met1.png
Supply wires on this layer in grey.
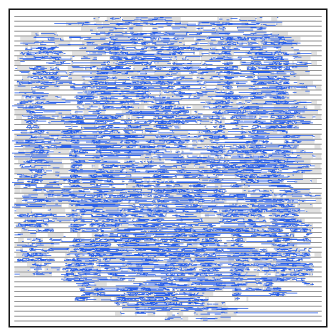
final_clocks.png
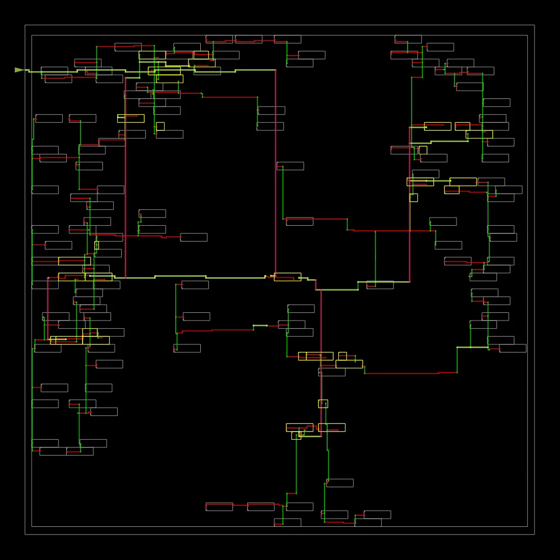
clock_map.png
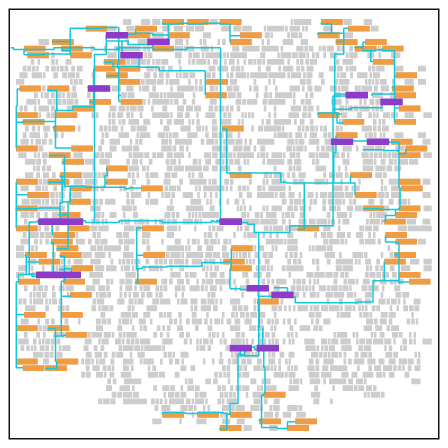
drive_strength.png
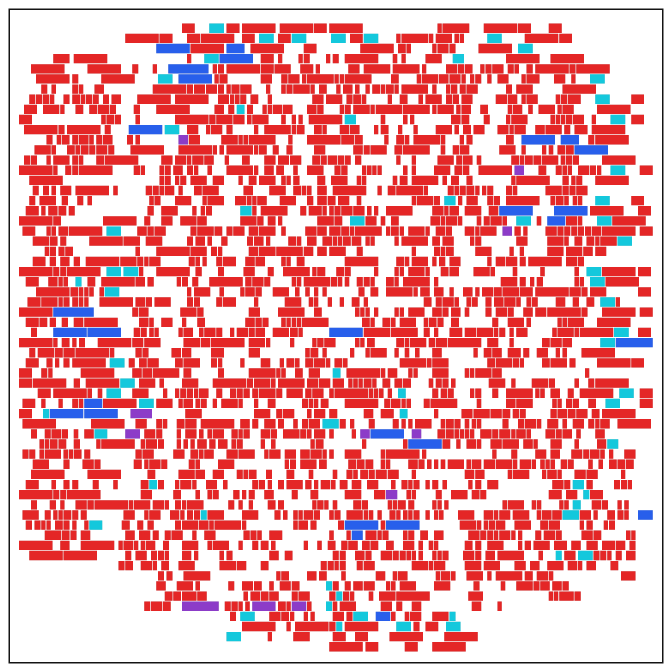
cell_classes.png
Bar = 50 µm.
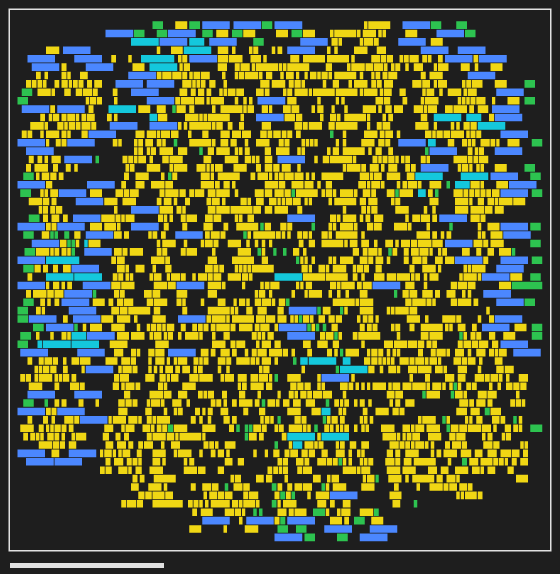
$ cat src/rtl/view_ctrl.sv
// Viewport controller: turns held pan/zoom buttons into frame-synchronous
// shift_x/shift_y/scroll updates, committed atomically once per frame.
module view_ctrl #(
    parameter int P_PARAM_N    = 1024,
    parameter int P_PARAM_M    = 1024,
    parameter int HSIZE        = 800,
    parameter int VSIZE        = 600,
    parameter int MAX_SCROLL   = 4,
    parameter int REPEAT_DELAY = 20,
    parameter int REPEAT_RATE  = 4
) (
    input  logic        clk,
    input  logic        rst_n,
    input  logic        frame_start,
    input  logic        btn_up,
    input  logic        btn_down,
    input  logic        btn_left,
    input  logic        btn_right,
    input  logic        btn_zoom_in,
    input  logic        btn_zoom_out,
    input  logic        recenter,
    output logic [15:0] shift_x,
    output logic [15:0] shift_y,
    output logic [3:0]  scroll,
    output logic        busy
);

    typedef enum logic [2:0] {IDLE, ZOOM, PAN, CLAMP, COMMIT} state_t;

    localparam int NB     = 6;
    localparam int I_UP   = 0;
    localparam int I_DOWN = 1;
    localparam int I_LEFT = 2;
    localparam int I_RGHT = 3;
    localparam int I_ZIN  = 4;
    localparam int I_ZOUT = 5;

    localparam int CW = $clog2(REPEAT_DELAY + 1);
    localparam logic [CW-1:0] CNT_DELAY  = CW'(REPEAT_DELAY);
    localparam logic [CW-1:0] CNT_RELOAD = CW'(REPEAT_DELAY - REPEAT_RATE + 1);

    function automatic logic signed [17:0] vis_w(input logic [3:0] s);
        return 18'(HSIZE >> s);
    endfunction

    function automatic logic signed [17:0] vis_h(input logic [3:0] s);
        return 18'(VSIZE >> s);
    endfunction

    function automatic logic signed [17:0] max_x(input logic [3:0] s);
        int m;
        m = P_PARAM_N - (HSIZE >> s);
        return (m < 0) ? '0 : 18'(m);
    endfunction

    function automatic logic signed [17:0] max_y(input logic [3:0] s);
        int m;
        m = P_PARAM_M - (VSIZE >> s);
        return (m < 0) ? '0 : 18'(m);
    endfunction

    function automatic logic signed [17:0] step(input logic [3:0] s);
        return 18'(1 << (MAX_SCROLL - int'(s)));
    endfunction

    function automatic logic signed [17:0] clamp(input logic signed [17:0] v,
                                                 input logic signed [17:0] hi);
        if (v < 0) return '0;
        if (v > hi) return hi;
        return v;
    endfunction

    state_t state, state_nxt;

    logic [NB-1:0]        btn, fire, fired;
    logic [CW-1:0]        cnt [NB];
    logic                 rec_fired, skip_pan, start;
    logic signed [17:0]   wx, wy, dx, dy, st;
    logic signed [17:0]   zin_dx, zin_dy, zout_dx, zout_dy;
    logic [3:0]           ws, ws_up, ws_dn;
    logic                 zoom_in_ok, zoom_out_ok;

    // NOTE: every signal driven here gets a value before any branch, so no latch can form.
    always_comb begin
        btn   = {btn_zoom_out, btn_zoom_in, btn_right, btn_left, btn_down, btn_up};
        start = (state == IDLE) && frame_start;
        fire  = '0;
        for (int i = 0; i < NB; i++)
            fire[i] = btn[i] && (cnt[i] == '0 || cnt[i] == CNT_DELAY);

        ws_up   = ws + 4'd1;
        ws_dn   = ws - 4'd1;
        zin_dx  = (vis_w(ws) - vis_w(ws_up)) >>> 1;
        zin_dy  = (vis_h(ws) - vis_h(ws_up)) >>> 1;
        zout_dx = (vis_w(ws_dn) - vis_w(ws)) >>> 1;
        zout_dy = (vis_h(ws_dn) - vis_h(ws)) >>> 1;
        zoom_in_ok  = fired[I_ZIN] && !fired[I_ZOUT] && (int'(ws) < MAX_SCROLL);
        zoom_out_ok = fired[I_ZOUT] && !fired[I_ZIN] && (ws != 4'd0);

        // Opposite directions on one axis cancel because both terms apply.
        st = step(ws);
        dx = (fired[I_RGHT] ? st : 18'sd0) - (fired[I_LEFT] ? st : 18'sd0);
        dy = (fired[I_DOWN] ? st : 18'sd0) - (fired[I_UP]   ? st : 18'sd0);
    end

    // Per-button hold counters; reaching REPEAT_DELAY fires and reloads so the
    // next fire follows REPEAT_RATE frames later, keeping the count bounded.
    // NOTE: these are a handful of flops, not a RAM, so reset clears every entry.
    always_ff @(posedge clk or negedge rst_n) begin
        if (!rst_n) begin
            for (int i = 0; i < NB; i++) cnt[i] <= '0;
        end else if (start) begin
            for (int i = 0; i < NB; i++) begin
                if (!btn[i])                cnt[i] <= '0;
                else if (cnt[i] == CNT_DELAY) cnt[i] <= CNT_RELOAD;
                else                        cnt[i] <= cnt[i] + 1'b1;
            end
        end
    end

    always_ff @(posedge clk or negedge rst_n) begin
        if (!rst_n) state <= IDLE;
        else        state <= state_nxt;
    end

    always_comb begin
        state_nxt = state;
        case (state)
            IDLE:    if (frame_start) state_nxt = ZOOM;
            ZOOM:    state_nxt = PAN;
            PAN:     state_nxt = CLAMP;
            CLAMP:   state_nxt = COMMIT;
            COMMIT:  state_nxt = IDLE;
            default: state_nxt = IDLE;
        endcase
    end

    // Working copy of the view; the visible registers only move in COMMIT.
    always_ff @(posedge clk or negedge rst_n) begin
        if (!rst_n) begin
            wx        <= '0;
            wy        <= '0;
            ws        <= '0;
            fired     <= '0;
            rec_fired <= 1'b0;
            skip_pan  <= 1'b0;
            shift_x   <= '0;
            shift_y   <= '0;
            scroll    <= '0;
            busy      <= 1'b0;
        end else begin
            case (state)
                IDLE: if (frame_start) begin
                    fired     <= fire;
                    rec_fired <= recenter;
                    wx        <= $signed({2'b00, shift_x});
                    wy        <= $signed({2'b00, shift_y});
                    ws        <= scroll;
                    skip_pan  <= 1'b0;
                    busy      <= 1'b1;
                end
                ZOOM: begin
                    if (rec_fired) begin
                        wx       <= '0;
                        wy       <= '0;
                        ws       <= '0;
                        skip_pan <= 1'b1;
                    end else if (zoom_in_ok) begin
                        wx       <= wx + zin_dx;
                        wy       <= wy + zin_dy;
                        ws       <= ws_up;
                        skip_pan <= 1'b1;
                    end else if (zoom_out_ok) begin
                        wx       <= wx - zout_dx;
                        wy       <= wy - zout_dy;
                        ws       <= ws_dn;
                        skip_pan <= 1'b1;
                    end
                end
                PAN: if (!skip_pan) begin
                    wx <= wx + dx;
                    wy <= wy + dy;
                end
                CLAMP: begin
                    wx <= clamp(wx, max_x(ws));
                    wy <= clamp(wy, max_y(ws));
                end
                COMMIT: begin
                    shift_x <= wx[15:0];
                    shift_y <= wy[15:0];
                    scroll  <= ws;
                    busy    <= 1'b0;
                end
                default: ;
            endcase
        end
    end

endmodule

$ cat config.mk
export PLATFORM = sky130hd
export DESIGN_NAME = view_ctrl
export DESIGN_NICKNAME = d
export VERILOG_FILES = /design/src/rtl/view_ctrl.sv
export SDC_FILE = /design/constraint.sdc
export NUM_CORES = 1
export LEC_CHECK = 0
export CAP_MARGIN = 20
export CORE_MARGIN = 2
export CORE_UTILIZATION = 50
export CTS_CLUSTER_DIAMETER = 60
export CTS_CLUSTER_SIZE = 20
export DETAILED_ROUTE_END_ITERATION = 6
export GPL_TIMING_DRIVEN = 0
export HOLD_SLACK_MARGIN = 0.02
export PLACE_DENSITY = 0.67
export SYNTH_ARGS = -nofsm -noshare
export SYNTH_HDL_FRONTEND = slang
export SYNTH_SLANG_ARGS = --single-unit
$ cat constraint.sdc
create_clock -name clk -period 9.42 [get_ports clk]
set_clock_uncertainty 0.15 [all_clocks]
set_input_delay 1.884 -clock clk [delete_from_list [all_inputs] [get_ports clk]]
set_output_delay 1.884 -clock clk [all_outputs]
set_load 0.01 [all_outputs]
==> results.yml <==
# generated from flow reports
sta:
  finalHoldViolCount: 0
  fin_tns_setup_ns: 0
  period_minus_slack_ns: 9.114
synth:
  yosys_register_bits: 118
  yosysTopAreaCell: "dfrtp_1"
  async_flop_share: 1.000
  postSynthSeqShare: 0.2022
  synth_cells: 1894
  edf_count: 0
  yosysCellCount: 1894
  synth_adder_area_share: 0.1851
  synthSimpleGateAreaFrac: 0.2019
  yosys-top-cells-count: "nand2_1, inv_1, o21ai_0"
floorplan:
  dieArea_um2: 30590
  fp_util: 0.5088
worst_setup_path:
  required_ns: 9.66
  startpoint: "ws[1]$_DFFE_PN0P_"
  r2r_slack_ns: 0.31
  r2r-start: "ws[1]$_DFFE_PN0P_"
  cp_top_family: "AND-OR/OR-AND gates"
detailed_routing:
  postRouteAntennaNets: 0
  dr_wl_met2_mm: 20.78
place:
  placed_area_um2: 15580
  dpl.hpwl_mm: 36.43
  pre_cts_slack_ns: 0.7794
  globalplace.congestion: 0.9645
  port_buffers: 46
worst_hold_path:
  min_path_type: "reg -> reg"
  hp-start: "cnt[28]$_DFFE_PN0P_"
  hold-path-endpoint: "cnt[28]$_DFFE_PN0P_"
clock_network:
  root_buffer: "clkbuf_16"
  cts_max_path_buffers: 2
  hold_buffers: 0
  cts_setup_buffers: 0
  clk_pin_slew_worst_paths_ns: 0.07
outcome:
  outcome: "finished, final reports clean"
grt:
  grt-ovfl-total: 0
  grt_pass1_wl_mm: 74.44
  grt_pass1_vias: 13850
  use_met2: 0.4951
  grt_start_max_net_pins: 83
  busiest_layer: "met2"
final_layout:
  nNetsFinal: 2164
  fillers: 2724
Notes on met1.png above:
The longest straight run is 47.4 µm. The wires run mostly horizontal.
GR Util met1: 0.4128
total routed wirelength: 46.71 mm

Notes on final_clocks.png above:
clk_lat worst skew: 0.45 ns
clock buffer count from CTS: 17

Notes on clock_map.png above:
Key: clock wires = cyan [length 2070 µm]; cells driving clock nets = purple [count 17]; flip-flops = orange [count 118]
Position of the flops: widely spread.

Notes on drive_strength.png above:
Key: drive 6 and up = blue [cells 27]; drive 1 or less = red [cells 1871]; drive 3 to 4 = purple [cells 11]; drive 2 = cyan [cells 66]
Finished Cell Area: 16180 µm²
Area Overhead vs Synth: 10.83%
Buffers excl. clock: 124

Notes on cell_classes.png above:
Key: other buffers and delay cells = green [cells 124]; clock drivers and dummy loads = cyan [cells 32]; flip-flops = blue [cells 118]; all other logic = yellow [cells 1701]
Layout Utilization: 0.5639
Seq/total area: 0.1825
# rows: 62

## registers in the layout, indices dropped and copies added (netlist names)
signal	count
wx	18
fired	6
shift_x	16
cnt	30
shift_y	16
skip_pan	1
wy	18
busy	1
rec_fired	1
state	3
ws	4
scroll	4
## layout by cell type, fill, tap and decap left out, types with 7 or more instances in the layout
cell / instances
o21bai_1: 19
nand2_1: 198
o21ai_0: 161
a21o_1: 34
dfrtp_1: 118
buf_1: 7
and2_1: 47
nor3b_1: 9
o221ai_1: 7
clkdlybuf4s50_1: 45
o21a_1: 24
ha_1: 152
buf_2: 9
clkbuf_16: 17
mux2_2: 40
a221oi_1: 10
o31ai_1: 19
a2111oi_0: 7
nor2b_1: 21
and3_1: 13
o211ai_1: 17
nand3_1: 70
a21oi_1: 119
a211oi_1: 16
nand4_1: 22
inv_1: 186
nor2_1: 140
xnor2_1: 72
or3_1: 10
clkbuf_1: 61
a31oi_1: 20
nor3_1: 35
a211o_1: 7
o22ai_1: 9
nand2b_1: 26
fa_1: 40
a222oi_1: 10
xor2_1: 39
nand3b_1: 7
## layout make-up
cell class | count | area, µm² | share of cell area
timing repair buffer | 47 | 489.2 | 0.03023
inverter | 186 | 698.2 | 0.04314
multi-input combinational | 1515 | 10650 | 0.6581
sequential | 118 | 2953 | 0.1825
buffer | 77 | 307.8 | 0.01902
clock buffer | 22 | 484.2 | 0.02992
clock inverter | 10 | 120.1 | 0.007422
tap | 384 | 480.5 | 0.02969
